===== src/rtl/pipe_stage_skid_pkg.sv =====
// Shared definitions for the skid-buffered pipeline stage: occupancy
// encoding and a helper that builds it from the two valid flags.
package pipe_stage_skid_pkg;

    // Occupancy is encoded directly as {skid_valid, main_valid}, so the
    // state needs no separate register and can never disagree with the flags.
    typedef logic [1:0] occ_t;

    localparam logic [1:0] OCC_EMPTY = 2'b00;
    localparam logic [1:0] OCC_ONE   = 2'b01;
    localparam logic [1:0] OCC_TWO   = 2'b11;

    // Number of bits needed for a per-cycle counter increment (0, 1 or 2).
    localparam int INC_W = 2;

    function automatic occ_t occ_of(input logic main_valid, input logic skid_valid);
        return {skid_valid, main_valid};
    endfunction

endpackage


===== src/rtl/pipe_sat_counter.sv =====
// Saturating event counter: adds 0..3 per enabled cycle and sticks at the
// all-ones value instead of wrapping. Cleared only by reset.
module pipe_sat_counter
    import pipe_stage_skid_pkg::*;
#(
    parameter int W = 16
) (
    input  logic             clk,
    input  logic             reset_n,
    input  logic             inc_en_i,
    input  logic [INC_W-1:0] inc_amt_i,
    output logic [W-1:0]     count_o
);

    logic [W-1:0] count_q;
    logic [W-1:0] count_d;
    logic [W+1:0] sum;
    logic [W+1:0] max_val;

    // Widen by two bits so the overflow is visible before clamping.
    always_comb begin
        max_val = {2'b00, {W{1'b1}}};
        sum     = {2'b00, count_q} + {{W{1'b0}}, inc_amt_i};
        count_d = count_q;
        if (inc_en_i) begin
            count_d = (sum > max_val) ? {W{1'b1}} : sum[W-1:0];
        end
    end

    // Count register with asynchronous clear.
    always_ff @(posedge clk or negedge reset_n) begin
        if (!reset_n) begin
            count_q <= '0;
        end else begin
            count_q <= count_d;
        end
    end

    assign count_o = count_q;

endmodule


===== src/rtl/pipe_stage_skid.sv =====
// Generic pipeline stage register with a two-entry skid buffer. Ready and
// valid toward the neighbours come only from registered state and stall_i,
// so there is no combinational path from out_ready_i to in_ready_o.
// Flush beats stall beats handshake.
module pipe_stage_skid
    import pipe_stage_skid_pkg::*;
#(
    parameter int                DATA_W     = 128,
    parameter logic [DATA_W-1:0] BUBBLE_VAL = {DATA_W{1'b0}},
    parameter int                CNT_W      = 16
) (
    input  logic              clk,
    input  logic              reset_n,
    input  logic              in_valid_i,
    output logic              in_ready_o,
    input  logic [DATA_W-1:0] in_data_i,
    output logic              out_valid_o,
    input  logic              out_ready_i,
    output logic [DATA_W-1:0] out_data_o,
    input  logic              stall_i,
    input  logic              flush_i,
    output logic [CNT_W-1:0]  stall_cnt_o,
    output logic [CNT_W-1:0]  flush_cnt_o
);

    logic              main_valid_q, main_valid_d;
    logic              skid_valid_q, skid_valid_d;
    logic [DATA_W-1:0] main_q, main_d;
    logic [DATA_W-1:0] skid_q, skid_d;

    logic              in_fire;
    logic              out_fire;
    occ_t              occ;
    logic [INC_W-1:0]  flush_amt;

    assign in_ready_o  = !skid_valid_q && !stall_i;
    assign out_valid_o = main_valid_q && !stall_i;
    // Bubble is shown whenever nothing is being offered, including while stalled.
    assign out_data_o  = out_valid_o ? main_q : BUBBLE_VAL;

    assign in_fire  = in_valid_i && in_ready_o;
    assign out_fire = out_valid_o && out_ready_i;
    assign occ      = occ_of(main_valid_q, skid_valid_q);

    // Next-state for the occupancy flags and the two data slots.
    always_comb begin
        main_valid_d = main_valid_q;
        skid_valid_d = skid_valid_q;
        main_d       = main_q;
        skid_d       = skid_q;
        if (flush_i) begin
            main_valid_d = 1'b0;
            skid_valid_d = 1'b0;
            main_d       = BUBBLE_VAL;
            skid_d       = BUBBLE_VAL;
        end else begin
            case (occ)
                OCC_EMPTY: begin
                    if (in_fire) begin
                        main_valid_d = 1'b1;
                        main_d       = in_data_i;
                    end
                end
                OCC_ONE: begin
                    if (in_fire && out_fire) begin
                        main_d = in_data_i;
                    end else if (in_fire) begin
                        skid_valid_d = 1'b1;
                        skid_d       = in_data_i;
                    end else if (out_fire) begin
                        main_valid_d = 1'b0;
                        main_d       = BUBBLE_VAL;
                    end
                end
                OCC_TWO: begin
                    // in_ready_o is low here, so only the output side can move.
                    if (out_fire) begin
                        main_d       = skid_q;
                        skid_valid_d = 1'b0;
                        skid_d       = BUBBLE_VAL;
                    end
                end
                default: begin
                    // Skid-without-main cannot be reached; recover to empty.
                    main_valid_d = 1'b0;
                    skid_valid_d = 1'b0;
                    main_d       = BUBBLE_VAL;
                    skid_d       = BUBBLE_VAL;
                end
            endcase
        end
    end

    // State registers; reset drops every entry immediately.
    always_ff @(posedge clk or negedge reset_n) begin
        if (!reset_n) begin
            main_valid_q <= 1'b0;
            skid_valid_q <= 1'b0;
            main_q       <= BUBBLE_VAL;
            skid_q       <= BUBBLE_VAL;
        end else begin
            main_valid_q <= main_valid_d;
            skid_valid_q <= skid_valid_d;
            main_q       <= main_d;
            skid_q       <= skid_d;
        end
    end

    // A flush discards however many valid entries are currently held.
    assign flush_amt = {1'b0, main_valid_q} + {1'b0, skid_valid_q};

    pipe_sat_counter #(
        .W (CNT_W)
    ) u_stall_cnt (
        .clk       (clk),
        .reset_n   (reset_n),
        .inc_en_i  (stall_i && main_valid_q),
        .inc_amt_i (2'd1),
        .count_o   (stall_cnt_o)
    );

    pipe_sat_counter #(
        .W (CNT_W)
    ) u_flush_cnt (
        .clk       (clk),
        .reset_n   (reset_n),
        .inc_en_i  (flush_i),
        .inc_amt_i (flush_amt),
        .count_o   (flush_cnt_o)
    );

endmodule


===== config.mk =====
export PLATFORM = sky130hd
export DESIGN_NAME = pipe_stage_skid
export DESIGN_NICKNAME = d
export VERILOG_FILES = /design/src/rtl/pipe_stage_skid_pkg.sv /design/src/rtl/pipe_sat_counter.sv /design/src/rtl/pipe_stage_skid.sv
export SDC_FILE = /design/constraint.sdc
export NUM_CORES = 1
export LEC_CHECK = 0
export ABC_CLOCK_PERIOD_IN_PS = 4640
export CAP_MARGIN = 20
export CORE_MARGIN = 4
export CORE_UTILIZATION = 55
export DETAILED_ROUTE_END_ITERATION = 10
export GPL_TIMING_DRIVEN = 1
export PLACE_DENSITY = 0.86
export SYNTH_ARGS = -nofsm -noshare
export SYNTH_HDL_FRONTEND = slang
export SYNTH_SLANG_ARGS = --single-unit

===== constraint.sdc =====
create_clock -name clk -period 4.64 [get_ports clk]
set_input_delay 1.392 -clock clk [delete_from_list [all_inputs] [get_ports clk]]
set_output_delay 1.392 -clock clk [all_outputs]
set_load 0.02 [all_outputs]

==> results.cfg, run 1 <==
; generated from flow reports
[clock_network]
clk_pin_slew_worst_paths_ps = 60
numCtsBuffers = 31
cts_resized = 0
max-clock-path-buffers = 3
cts.sinks = 290
holdBufCountCts = 0

[place]
pre_cts_ws_ps = 95.7
place_hpwl_um = 22800
gp_congestion = 0.851
placed_cell_area_mm2 = 0.0165

[timing]
post-route-min-period_ps = 4570
layout_setup_ws_ps = 73.1
rsz0062_at_grt = false
setup_violations = 0
min_period_over_period_pct = 98.4
tightest_slew_ps = 935
max_freq_mhz = 219
hold_slack_ps = 481

[final_layout]
n_fill_cell = 1520
seq_cells = 290
buffers = 318
comb_cells = 656
flop_area_mm2 = 0.00726
antenna_cells = 3
buffer_area_share_pct = 18.9
largestClassByArea = registers
clk_share_pct = 5.77
inv_count = 7
logic_area_mm2 = 0.00550
area_delta_synth_final_pct = 31.7
comb_area_share_pct = 31.4

[synthesis]
synth.largest_area_cell = dfrtp_1
async_reset_ff_share_pct = 100
syn_inst = 1058
synthMuxAreaShare_pct = 0.395
top_cells_by_area = dfrtp_1 55%, o2bb2ai_2 9.0%, a22o_1 8.4%
synth_top_area_share_pct = 54.6
aoi_share_pct = 29.1
synthesis.area_mm2 = 0.0133
ys_cells = 1058
ys.flops = 290
ys_sh_simple_pct = 9.89

[hold_path]
whs_endpoint = main_q[77]
hp-class = reg2reg
hp-start = main_q[77]
hold_path_depth = 1

[global_route]
grt_max_degree = 119
grtUsageMet1_pct = 38.6
top_usage_layer = met2

[route]
met3_length_um = 2660
vias = 10400
drt_iter0_markers = 984
wire_per_inst_um = 22.5
met1Wirelength_um = 15300
wl_met2_um = 17900
drtPass1Iterations = 5

[critical_path]
reg2reg_depth = 6
worstSetupEndpoint = out_data_o[6]
r2r-start = main_valid_q
crit_start = stall_i
setup.worst_path.start_class = input pin
crit_fanout = 68
critical_path_required_ps = 3250
cp-end-kind = output pin
reg2reg_to = main_q[72]
crit_arrival_ps = 3170

[power]
p_leak_nw = 7.53
power_mw = 6.10
internal_power_mw = 4.51

[floorplan]
dieArea_mm2 = 0.0267
pin_count = 296
fp_util_pct = 56.3

[outcome]
status = finished, final reports clean
-- run 1: worst max-delay path, stage by stage --
cell	delay (ps)
clkdlybuf4s50_1	460
nor2b_4	190
buf_12	240
and2_1	200
clkdlybuf4s50_1	630
-- run 1: sequential cells by signal, summed over array words and instances (netlist names) --
signal and cells:
main_valid_q 1, u_flush_cnt.count_o 16, main_q 128, skid_valid_q 1, u_stall_cnt.count_o 16, skid_q 128
-- run 1: power groups by stage --
stage                     Clock, mW  Combinational (mW)  Sequential [mW]
after floorplan                   0               0.413             2.86
after global placement            0               0.807             2.87
after detailed placement          0               0.833             2.87
after CTS                      2.47               0.841             2.83
after global routing           2.57               0.899             2.86
final                          2.43               0.834             2.84
==> run_1/pdn.png <==
Pins as bars on the die edge. Tap cells in grey.
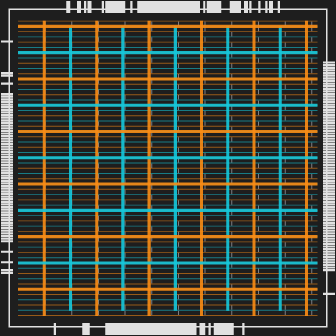
colour	net
orange	VSS
cyan	VDD
rows	56
met1 rails	57
Peak VDD IR: 0.000239 V
Die Height: 164 um
Core ar.: 0.0236 mm2
chip width: 164 um

==> run_1/cell_classes.png <==
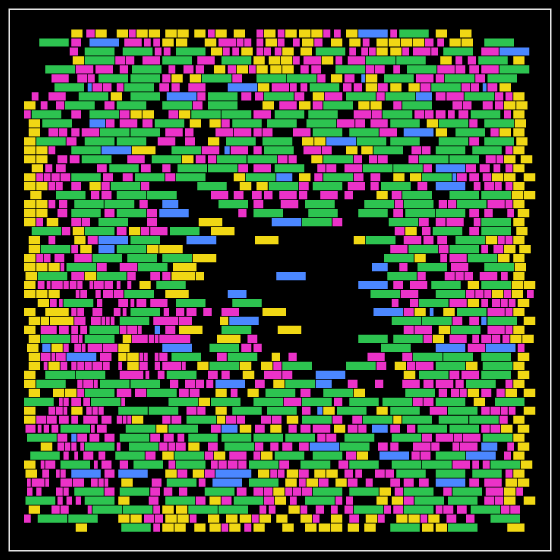
colour	class	cells	share of their area
magenta	all other logic	663	32%
green	flops	290	42%
yellow	other buffers and delay cells	318	19%
blue	clock drivers and dummy loads	54	5.9%
cell row count: 56
Seq area share: 41.4%
fin area: 0.0175 mm2
fin util: 74.2%

==> run_1/clock_map.png <==
Scale bar: 50 um.
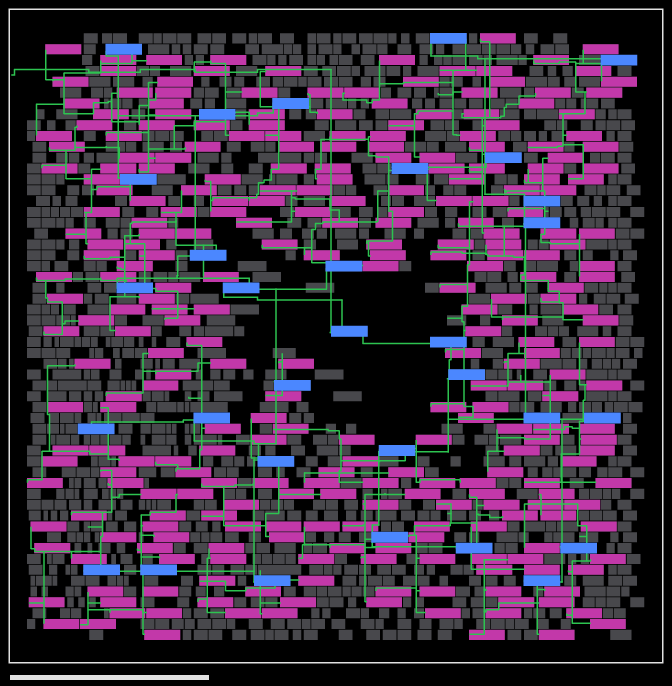
[green] clock wires | length: 3500 um
[blue] cells driving clock nets | count: 31
[magenta] flip-flops | count: 290
routed clock nets	32
Clk pwr share: 39.8%
Setup Skew: 10.7 ps
Late-Pin Clk Latency: 540 ps

--- run 2 (diff from run 1) ---
Settings changed: PLACE_DENSITY 0.86 to 0.85, TNS_END_PERCENT from default to 5.
==> run_2/metal_stack.png <==
Scale bar: 50 um.
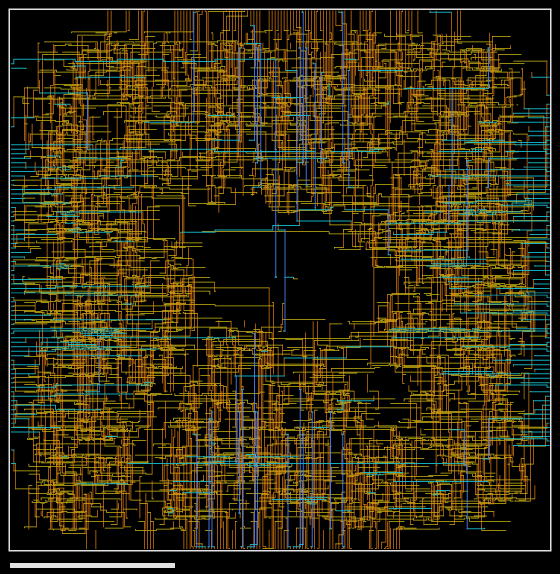
colour	layer	wire length
yellow	met1	15300 um
blue	met4	1310 um
cyan	met3	2950 um
orange	met2	17800 um
DRT Wirelength: 37300 um
via count: 10.3k

==> run 2 against run 1 <==
Effect of this change: final cell count fell by 0.12%; clock power barely moved; non-clock buffer count rose by 3; clock skew fell by 1.1 ps; critical endpoint is now out_data_o[78]; largest cell class unchanged.
==> results.cfg, run 2 <==
; generated from flow reports
[outcome]
status = finished, final reports clean

[critical_path]
cp_top_family = buffers and inverters
cpPeakStageDelay_ps = 630
r2r-start = main_valid_q
crit_fanout = 32
crit_chain = clkdlybuf4s50_1, nor2b_4, buf_12, buf_12, and2_1, clkdlybuf4s50_1
cp-end-kind = output pin
reg2reg_depth = 6
r2r_slack_ps = 1820
slowest_stage = clkdlybuf4s50_1
critical_path_required_ps = 3250
crit_start = stall_i
reg2reg_to = u_flush_cnt.count_o[10]
cp.depth = 6
crit_type = in2out
setup.worst_path.start_class = input pin
cp_num_buf_inv = 4
worstSetupEndpoint = out_data_o[78]
crit_arrival_ps = 3190

[floorplan]
die_x_um = 164
fp_util_pct = 56.3
dieArea_mm2 = 0.0267
rows = 56
coreArea_mm2 = 0.0236
pin_count = 296
dieHeight_um = 164

[timing]
layout_setup_ws_ps = 61.0
hold_slack_ps = 483
slew_viol_final = 0
slew_headroom_pct = 46.1
setup_violations = 0
max_freq_mhz = 218
rsz0062_at_grt = false
setup-tns-final_ps = 0
tightest_slew_ps = 807
hold_viol = 0
min_period_over_period_pct = 98.7
post-route-min-period_ps = 4580

[global_route]
grt_max_degree = 96
grt_overflow_total = 0
first_global_vias = 10700
top_usage_layer = met2
grt_usage_pct = 27.4
met3_usage_pct = 5.53
grt_pass1_wl_um = 59400
grtUsageMet1_pct = 38.3
met2_usage_pct = 43.2
antenna_found_initial = 1

[final_layout]
post-route-util_pct = 74.3
drive_above_1_share_pct = 12.5
final_cells = 1645
area_delta_synth_final_pct = 31.8
reg_top3 = main_q x128, skid_q x128
nets = 1445
lay_top_cells = 294 x clkdlybuf4s50_1, 290 x dfrtp_1, 131 x and2_1
layout_top_cell = clkdlybuf4s50_1
n_fill_cell = 1515
design_area_mm2 = 0.0175

[job]
max_cap_viol_count = 0
warnings = 29

[hold_path]
hp-class = reg2reg
hp-start = main_q[120]
whs_endpoint = main_q[120]
hold_path_depth = 1

[route]
met1Wirelength_um = 15300
via_per_inst = 6.24
ant_nets = 0
wl_met2_um = 17800
wire_per_inst_um = 22.7
met3_length_um = 2950
drtPass1Iterations = 8
route.top_layer_used = met4
drcViolationCount = 0
drt_iter0_markers = 1099

[synthesis]
async_reset_ff_share_pct = 100
synth.most_common_cell = dfrtp_1
ff_type = dfrtp_1
ys.flops = 290
syn-mean-instance-area_um2 = 12.6
aoi_share_pct = 29.1
adder_share_pct = 0.527
fp_nets = 1197
synth.largest_area_cell = dfrtp_1
synthesis.area_mm2 = 0.0133
ys_seq_share_pct = 54.6
synth_cell_type_count = 47
ys_cells = 1058
syn_inst = 1058
ys_top_cells_by_count = 290 x dfrtp_1, 132 x and2_1, 129 x a22oi_1, 128 x a22o_1, 80 x o2bb2ai_2
top_cells_by_area = dfrtp_1 55%, o2bb2ai_2 9.0%, a22o_1 8.4%
ys_sh_xor_pct = 1.05
ys_sh_simple_pct = 9.89
synthMuxAreaShare_pct = 0.395
yosys_warnings = 0
synth_top_area_share_pct = 54.6

[clock_network]
clock_latency_ps = 540
max-clock-path-buffers = 3
root_buffer = clkbuf_16
cts.sinks = 290
h-tree-depth = 1
holdBufCountCts = 0
clk_pin_slew_worst_paths_ps = 60
numCtsBuffers = 30
cts_tree = built

[power]
powerDensity_mw_per_mm2 = 348
p_leak_nw = 7.56
power_mw = 6.10
irDropWorstVdd_v = 0.000354

[place]
gp_congestion = 0.825
place_hpwl_um = 23000
io_buffers = 295
dp.cells = 1593
pre_cts_ws_ps = 29.4
placed_cell_area_mm2 = 0.0165
==> run_2/clock_map.png <==
Scale bar: 50 um.
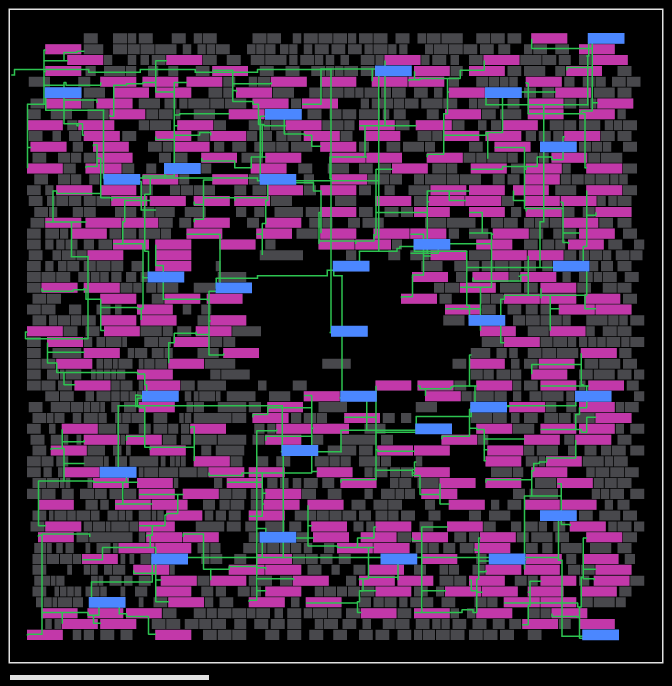
[magenta] flip-flops | count: 290
[blue] cells driving clock nets | count: 30
[green] clock wires | length: 3500 um
flops lie	widely spread
routed clock nets	31
Clk pwr share: 39.7%
clk pwr: 2.42 mW
Setup Skew: 9.57 ps

[run 2: timing repair]
action | in CTS | in global routing
endpoints found under the setup margin | 0 | 52
setup buffers | 0 | 0
resized | 0 | 1
[run 2: where the power goes]
group	internal [mW]	leakage (nW)	switching [mW]
clock	1.44	0.499	0.980
combinational	0.399	3.13	0.442
sequential	2.68	3.92	0.153
total	4.52	7.56	1.57
[run 2: layout make-up]
| type | instances | area, um2 | area share (%) |
|---|---|---|---|
| antenna | 1 | 2.50 | 0.0143 |
| clock buffer | 42 | 897 | 5.12 |
| clock inverter | 9 | 95.1 | 0.542 |
| inverter | 7 | 26.3 | 0.150 |
| multi-input combinational | 656 | 5500 | 31.4 |
| sequential | 290 | 7260 | 41.4 |
| tap | 319 | 399 | 2.28 |
| timing repair buffer | 321 | 3360 | 19.1 |
--- run 3 (diff from run 2) ---
Settings changed: MAX_ROUTING_LAYER from default to met4.
==> run_3/pdn.png <==
Pins as bars on the die edge. Tap cells in grey.
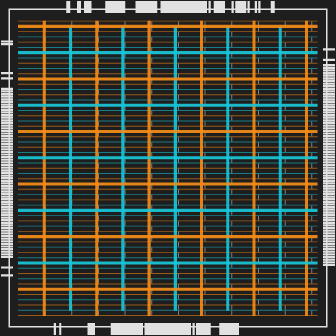
colour	net
orange	VSS
cyan	VDD
signal pins	296
tap cells	319
Peak VDD IR: 0.000348 V

==> run 3 against run 2 <==
Effect of this change: combinational power is essentially flat; sequential cell count is the same; cell area is the same; worst hold slack lost 0.52 ps; setup slack gained 1.4 ps; register-to-register slack is essentially flat; first-iteration DRC count shrank 13%; area after synthesis is the same; critical path depth is the same; die size is the same; final cell count is the same; sequential share of layout area is the same.
==> results.cfg, run 3 <==
; generated from flow reports
[clock_network]
clk_pin_slew_worst_paths_ps = 60
max-clock-path-buffers = 3
clock_latency_ps = 550
holdBufCountCts = 0
h-tree-depth = 1
root_buffer = clkbuf_16
cts_resized = 0
cts.sinks = 290
numCtsBuffers = 30
post_cts_buffers = 0
cts_tree = built

[timing]
slew_viol_final = 0
setup-tns-final_ps = 0
max_freq_mhz = 218
rsz0062_at_grt = false
post-route-min-period_ps = 4580
slew_headroom_pct = 46.9
tightest_slew_ps = 795
layout_setup_ws_ps = 62.5
hold_viol = 0
hold_slack_ps = 483
min_period_over_period_pct = 98.7
setup_violations = 0
skew_ps = 10.6

[final_layout]
area_delta_synth_final_pct = 31.8
design_area_mm2 = 0.0175
buffer_area_share_pct = 19.1
seq_cells = 290
flop_area_mm2 = 0.00726
n_fill_cell = 1515
sh_seq_area_pct = 41.4
nets = 1445
comb_area_share_pct = 31.4
final_cells = 1645
clk_share_pct = 5.66
logic_area_mm2 = 0.00550
comb_cells = 656
inv_count = 7
post-route-util_pct = 74.3
lay_top_cells = 294 x clkdlybuf4s50_1, 290 x dfrtp_1, 131 x and2_1
antenna_cells = 1
reg_top3 = main_q x128, skid_q x128
buffers = 321
nClkBuffers = 42
layout_top_cell = clkdlybuf4s50_1
largestClassByArea = registers
drive_above_1_share_pct = 12.5

[synthesis]
ys_seq_share_pct = 54.6
synth-edff-count = 0
synth.largest_area_cell = dfrtp_1
ff_type = dfrtp_1
top_cells_by_area = dfrtp_1 55%, o2bb2ai_2 9.0%, a22o_1 8.4%
adder_share_pct = 0.527
ys_cells = 1058
fp_nets = 1197
ys_sh_simple_pct = 9.89
async_reset_ff_share_pct = 100
synth_top_area_share_pct = 54.6
ys_top_cells_by_count = 290 x dfrtp_1, 132 x and2_1, 129 x a22oi_1, 128 x a22o_1, 80 x o2bb2ai_2
ys_sh_xor_pct = 1.05
topCombFamilyByArea = AND-OR/OR-AND gates
synth.most_common_cell = dfrtp_1
yosys_area_mm2 = 0.0133
yosys_warnings = 0
synth_cell_type_count = 47
synthesis.area_mm2 = 0.0133
aoi_share_pct = 29.1
ys.flops = 290
syn-mean-instance-area_um2 = 12.6
synthMuxAreaShare_pct = 0.395
syn_inst = 1058

[floorplan]
fp_util_pct = 56.3
dieArea_mm2 = 0.0267
die_x_um = 164
pin_count = 296
tap_cells = 319
rows = 56
dieHeight_um = 164
coreArea_mm2 = 0.0236

[critical_path]
r2r_slack_ps = 1810
reg2reg_depth = 6
r2r-start = main_valid_q
worstSetupEndpoint = out_data_o[78]
crit_start = stall_i
crit_type = in2out
cp-end-kind = output pin
crit_fanout = 32
setup.worst_path.start_class = input pin
reg2reg_to = u_flush_cnt.count_o[10]
critical_path_required_ps = 3250
crit_arrival_ps = 3190

[job]
warnings = 29
max_cap_viol_count = 0

[global_route]
met3_usage_pct = 5.15
grt_pass1_wl_um = 59400
grt_max_degree = 96
top_usage_layer = met2
grt_overflow_total = 0
antenna_found_initial = 1
met2_usage_pct = 43.4
grtUsageMet1_pct = 38.4
first_global_vias = 10700

[power]
clk-power_mw = 2.42
switchingPower_mw = 1.57
power_mw = 6.09
comb_power_share_pct = 13.8
largestPowerGroup = sequential cells
power_switching_share_pct = 25.8
powerDensity_mw_per_mm2 = 347
p_leak_nw = 7.56
clockPowerShare_pct = 39.7
comb_power_uw = 842
p_seq_mw = 2.83
internal_power_mw = 4.52
sequentialPowerShare_pct = 46.5

[route]
route.top_layer_used = met4
drt_iter0_markers = 959
drcViolationCount = 0
met3_length_um = 2820
drtPass1Iterations = 5
wl_met2_um = 17800
via_per_inst = 6.23
met1Wirelength_um = 15200
ant_nets = 0

[place]
placed_cell_area_mm2 = 0.0165
io_buffers = 295
place_hpwl_um = 23000
dp.cells = 1593
gp_congestion = 0.837
pre_cts_ws_ps = 29.4

[hold_path]
hp-class = reg2reg

[outcome]
status = finished, final reports clean
==> run_3/metal_stack.png <==
Scale bar: 50 um.
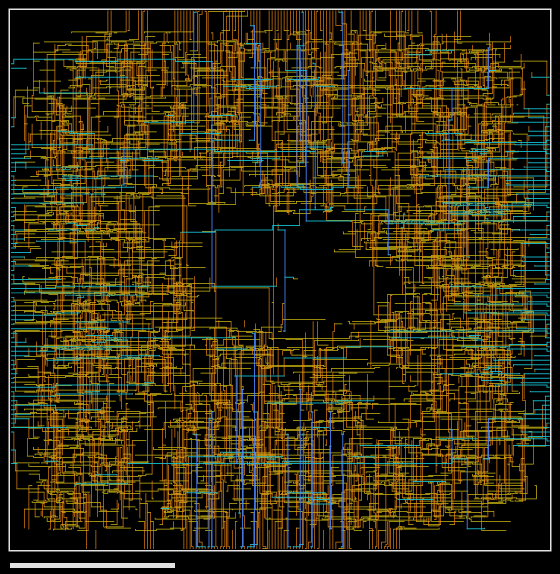
colour	layer	wire length
orange	met2	17800 um
blue	met4	1310 um
yellow	met1	15200 um
cyan	met3	2820 um
WL/cell: 22.6 um
via count: 10.2k
DRT Wirelength: 37200 um
gr usage total: 28.2%

[run 3: cell counts in the layout (fill, tap and decap cells not counted)]
No cell type changed its count.
[run 3: worst min path at each step]
stage | slack (ps) | end | cells after the start | startpoint
2_1_floorplan | 450 | main_q[0] | 1 | main_q[0]
3_3_place_gp | 460 | main_q[72] | 1 | main_q[72]
3_5_place_dp | 470 | main_q[112] | 1 | main_q[112]
4_1_cts | 480 | main_q[120] | 1 | main_q[120]
5_1_grt | 500 | main_q[87] | 1 | main_q[87]
6_report | 480 | main_q[120] | 1 | main_q[120]
[run 3: critical path, stage by stage]
cell,delay [ps]
clkdlybuf4s50_1,460
nor2b_4,180
buf_12,190
buf_12,170
and2_1,150
clkdlybuf4s50_1,630
Power and IR drop assume default switching activity.
